==> config.mk <==
export PLATFORM = sky130hd
export DESIGN_NAME = card_deal_counter
export DESIGN_NICKNAME = d
export VERILOG_FILES = /design/src/rtl/blackjack_pkg.sv /design/src/rtl/card_deal_counter_range_counter.sv /design/src/rtl/card_deal_counter.sv
export SDC_FILE = /design/constraint.sdc
export NUM_CORES = 1
export LEC_CHECK = 0
export ABC_AREA = 1
export CORE_MARGIN = 10
export CORE_UTILIZATION = 41
export CTS_CLUSTER_DIAMETER = 120
export DETAILED_ROUTE_END_ITERATION = 10
export PLACE_DENSITY_LB_ADDON = 0.12
export SETUP_SLACK_MARGIN = 0.2
export SYNTH_ARGS = -nofsm -noshare
export SYNTH_HDL_FRONTEND = slang
export SYNTH_SLANG_ARGS = --single-unit
==> constraint.sdc <==
create_clock -name clock -period 5.1 [get_ports clock]
set_input_delay 1.53 -clock clock [delete_from_list [all_inputs] [get_ports clock]]
set_output_delay 1.53 -clock clock [all_outputs]
set_load 0.01 [all_outputs]
==> src/rtl/blackjack_pkg.sv <==
// Shared defaults, FSM encoding and value-wrap helper for the BlackJack card source.
package blackjack_pkg;

    localparam int DEF_VAL_MIN    = 1;
    localparam int DEF_VAL_MAX    = 10;
    localparam int DEF_COPIES     = 4;
    localparam int DEF_TOP_COPIES = 16;

    typedef enum logic {
        IDLE   = 1'b0,
        SEARCH = 1'b1
    } state_t;

    function automatic int next_val(input int v, input int vmin, input int vmax);
        return (v >= vmax) ? vmin : v + 1;
    endfunction

endpackage

==> src/rtl/card_deal_counter_range_counter.sv <==
// MIN..MAX wrapping counter with enable; free-running entropy index for the dealer.
module range_counter
    import blackjack_pkg::*;
#(
    parameter int MIN = DEF_VAL_MIN,
    parameter int MAX = DEF_VAL_MAX,
    parameter int W   = 5
) (
    input  logic         clock,
    input  logic         reset,
    input  logic         enable,
    output logic [W-1:0] count
);

    logic [W-1:0] count_r;

    // Index register: advances while enabled, wraps MAX back to MIN.
    always_ff @(posedge clock or posedge reset) begin
        if (reset) begin
            count_r <= W'(MIN);
        end else if (enable) begin
            count_r <= W'(next_val(int'(count_r), MIN, MAX));
        end
    end

    assign count = count_r;

endmodule

==> src/rtl/card_deal_counter.sv <==
// Card source: samples the free-running index on draw, skips exhausted values,
// tracks copies dealt per value and reports deck exhaustion.
module card_deal_counter
    import blackjack_pkg::*;
#(
    parameter int VAL_MIN    = DEF_VAL_MIN,
    parameter int VAL_MAX    = DEF_VAL_MAX,
    parameter int WIDTH      = 5,
    parameter int COPIES     = DEF_COPIES,
    parameter int TOP_COPIES = DEF_TOP_COPIES,
    localparam int TOTAL     = (VAL_MAX - VAL_MIN) * COPIES + TOP_COPIES,
    localparam int CW        = $clog2(TOTAL + 1)
) (
    input  logic             clock,
    input  logic             reset,
    input  logic             enable,
    input  logic             draw,
    input  logic             shuffle,
    output logic [WIDTH-1:0] card,
    output logic             card_valid,
    output logic             busy,
    output logic             deck_empty,
    output logic [CW-1:0]    cards_left,
    output logic             draw_err
);

    localparam int NV = VAL_MAX - VAL_MIN + 1;
    localparam int UW = $clog2(TOP_COPIES + 1);

    function automatic logic [UW-1:0] limit_of(input int i);
        return (i == NV - 1) ? UW'(TOP_COPIES) : UW'(COPIES);
    endfunction

    logic [WIDTH-1:0] cnt_s;
    logic [UW-1:0]    used_r [NV];
    state_t           state_r, state_s;
    logic [WIDTH-1:0] probe_r, probe_s;
    logic [WIDTH-1:0] card_r, card_s;
    logic             card_valid_r, card_valid_s;
    logic             busy_r, busy_s;
    logic             deck_empty_r, deck_empty_s;
    logic [CW-1:0]    cards_left_r, cards_left_s;
    logic             draw_err_r, draw_err_s;
    logic             avail_s;
    logic             deal_s;

    range_counter #(.MIN(VAL_MIN), .MAX(VAL_MAX), .W(WIDTH)) u_cnt (
        .clock  (clock),
        .reset  (reset),
        .enable (enable),
        .count  (cnt_s)
    );

    // Is the value currently under the probe still available in the deck?
    always_comb begin
        avail_s = 1'b0;
        for (int i = 0; i < NV; i++) begin
            avail_s = avail_s | ((probe_r == WIDTH'(VAL_MIN + i)) && (used_r[i] < limit_of(i)));
        end
    end

    // Next-state and next-output logic for the draw FSM.
    always_comb begin
        state_s      = state_r;
        probe_s      = probe_r;
        card_s       = card_r;
        card_valid_s = 1'b0;
        busy_s       = busy_r;
        deck_empty_s = deck_empty_r;
        cards_left_s = cards_left_r;
        draw_err_s   = 1'b0;
        deal_s       = 1'b0;
        if (shuffle) begin
            state_s      = IDLE;
            busy_s       = 1'b0;
            cards_left_s = CW'(TOTAL);
            deck_empty_s = 1'b0;
        end else begin
            case (state_r)
                IDLE: begin
                    if (draw && !deck_empty_r) begin
                        probe_s = cnt_s;
                        busy_s  = 1'b1;
                        state_s = SEARCH;
                    end else if (draw) begin
                        draw_err_s = 1'b1;
                    end else begin
                        state_s = IDLE;
                    end
                end
                SEARCH: begin
                    // deck_empty low on entry guarantees the scan reaches an available value
                    if (avail_s) begin
                        deal_s       = 1'b1;
                        cards_left_s = cards_left_r - CW'(1);
                        deck_empty_s = (cards_left_r == CW'(1));
                        card_s       = probe_r;
                        card_valid_s = 1'b1;
                        busy_s       = 1'b0;
                        state_s      = IDLE;
                    end else begin
                        probe_s = WIDTH'(next_val(int'(probe_r), VAL_MIN, VAL_MAX));
                    end
                end
                default: begin
                    state_s = IDLE;
                    busy_s  = 1'b0;
                end
            endcase
        end
    end

    // FSM state and registered outputs.
    always_ff @(posedge clock or posedge reset) begin
        if (reset) begin
            state_r      <= IDLE;
            probe_r      <= WIDTH'(VAL_MIN);
            card_r       <= '0;
            card_valid_r <= 1'b0;
            busy_r       <= 1'b0;
            deck_empty_r <= 1'b0;
            cards_left_r <= CW'(TOTAL);
            draw_err_r   <= 1'b0;
        end else begin
            state_r      <= state_s;
            probe_r      <= probe_s;
            card_r       <= card_s;
            card_valid_r <= card_valid_s;
            busy_r       <= busy_s;
            deck_empty_r <= deck_empty_s;
            cards_left_r <= cards_left_s;
            draw_err_r   <= draw_err_s;
        end
    end

    // Per-value dealt counters: cleared by shuffle, at most one increment per cycle.
    always_ff @(posedge clock or posedge reset) begin
        if (reset) begin
            for (int i = 0; i < NV; i++) used_r[i] <= '0;
        end else if (shuffle) begin
            for (int i = 0; i < NV; i++) used_r[i] <= '0;
        end else if (deal_s) begin
            for (int i = 0; i < NV; i++) begin
                if (probe_r == WIDTH'(VAL_MIN + i)) used_r[i] <= used_r[i] + UW'(1);
            end
        end
    end

    assign card       = card_r;
    assign card_valid = card_valid_r;
    assign busy       = busy_r;
    assign deck_empty = deck_empty_r;
    assign cards_left = cards_left_r;
    assign draw_err   = draw_err_r;

endmodule
Fig. 1: metal 4
Scale: 4 px per µm. Supply wires on this layer in gray. Cells faint in the background.
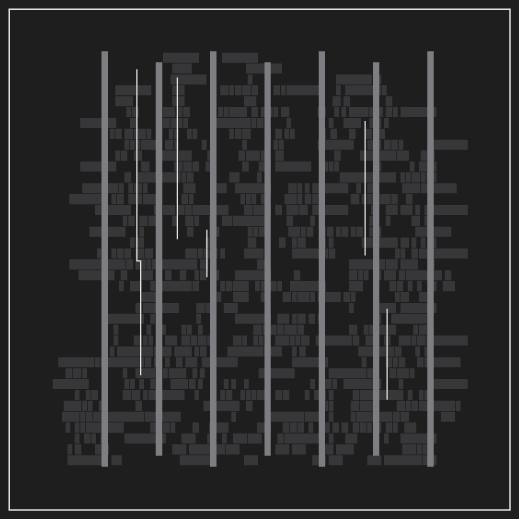
The layer carries 185 µm of wire. The layer holds 1.7% of the routed length.
Post-Route WL: 11,120 µm
detailed-route via count: 3,954

Fig. 2: register map, names as in the netlist
Scale: 4 px per µm.
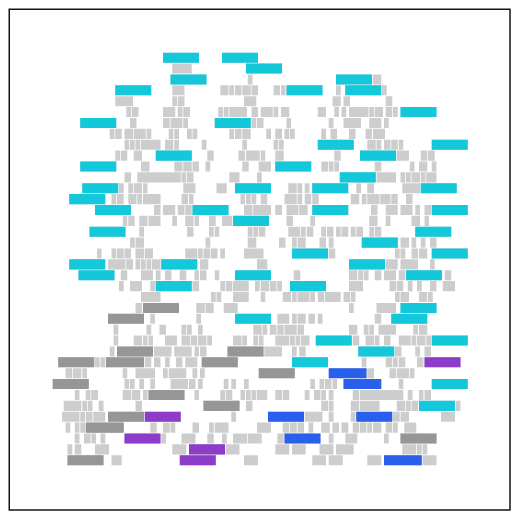
Cyan stands for `used_r`, flops 50. Purple stands for `card`, flops 5. Blue stands for `cards_left`, flops 6.
Another 15 sequential cells are not colored.

Fig. 3: metal layers overlaid
Scale: 4 px per µm.
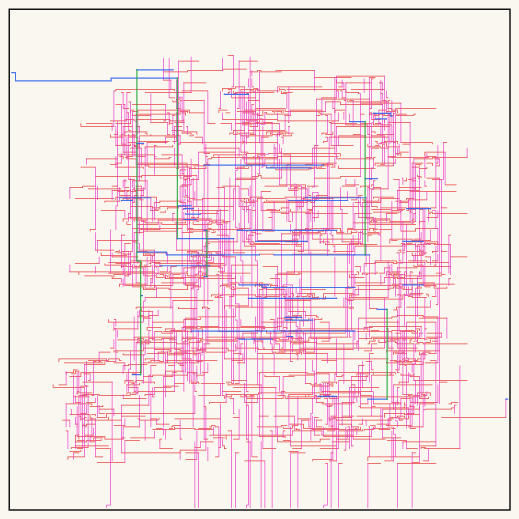
Blue stands for met3, wire length 436 µm. Red stands for met1, wire length 5,270 µm. Green stands for met4, wire length 185 µm. Magenta stands for met2, wire length 5,230 µm.

Fig. 4: cell density map
Scale: 3 px per µm. 12 x 12 tiles, from white (low) to dark blue (high), 0 to 100% covered.
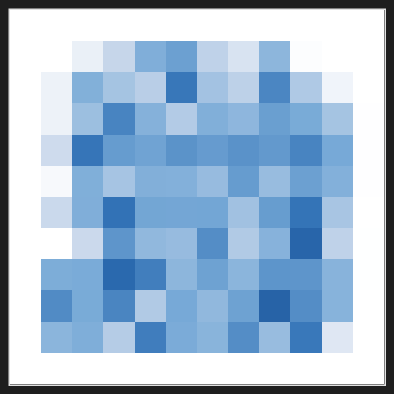
The mean over all tiles is 31%. 2.1% of the tiles are over 75% full. The fullest tile reaches 79%. The densest ninth of the die: center. The emptiest ninth of the die: north-west. 33% of the tiles are nearly empty.

==> impl_metrics.env <==
# source this file to load flow results
export IMPL_ys_flop_type="dfrtp_1"
export IMPL_pg_seq_uw=872
export IMPL_combGateArea_mm2=0.002297
export IMPL_fin_tns_setup_ps=0
export IMPL_clockNetworkAreaShare_pct=4.312
export IMPL_worstSetupPathDepth=7
export IMPL_regArea_mm2=0.001908
export IMPL_power_density_mw_per_mm2=459.2
export IMPL_cts_resized=0
export IMPL_sh_seq_area_pct=38.23
export IMPL_row_count=38
export IMPL_worstRegToRegCells=11
export IMPL_tritoncts="yes"
export IMPL_cts_htree_levels=3
export IMPL_r2r_slack_ps=2240
export IMPL_critical_path_startpoint_type="input port"
export IMPL_cts_path_max_buffers=2
export IMPL_met3RoutedLength_um=435
export IMPL_cts_sinks=76
export IMPL_core_region_area_mm2=0.01079
export IMPL_holdCritPathClass="flop to flop"
export IMPL_path_cells="buf_2, buf_4, nor2_1, inv_1, buf_4, nand4_1, nand2_1"
export IMPL_yosys_warnings=0
export IMPL_wl_per_cell_um=15.32
export IMPL_post_synth_inst_count=572
export IMPL_syn_nets=595
export IMPL_netSwitchingPower_uw=989.1
export IMPL_fp_dieArea_mm2=0.01558
export IMPL_outcome="completed"
export IMPL_worstSetupPathType="input port to flop"
export IMPL_top_usage_layer="met2"
export IMPL_number_of_buffers_created_by_cts=9
export IMPL_synth_simple_area_share_pct=36.07
export IMPL_clock_net_power_uw=523
export IMPL_numSynthFlops=76
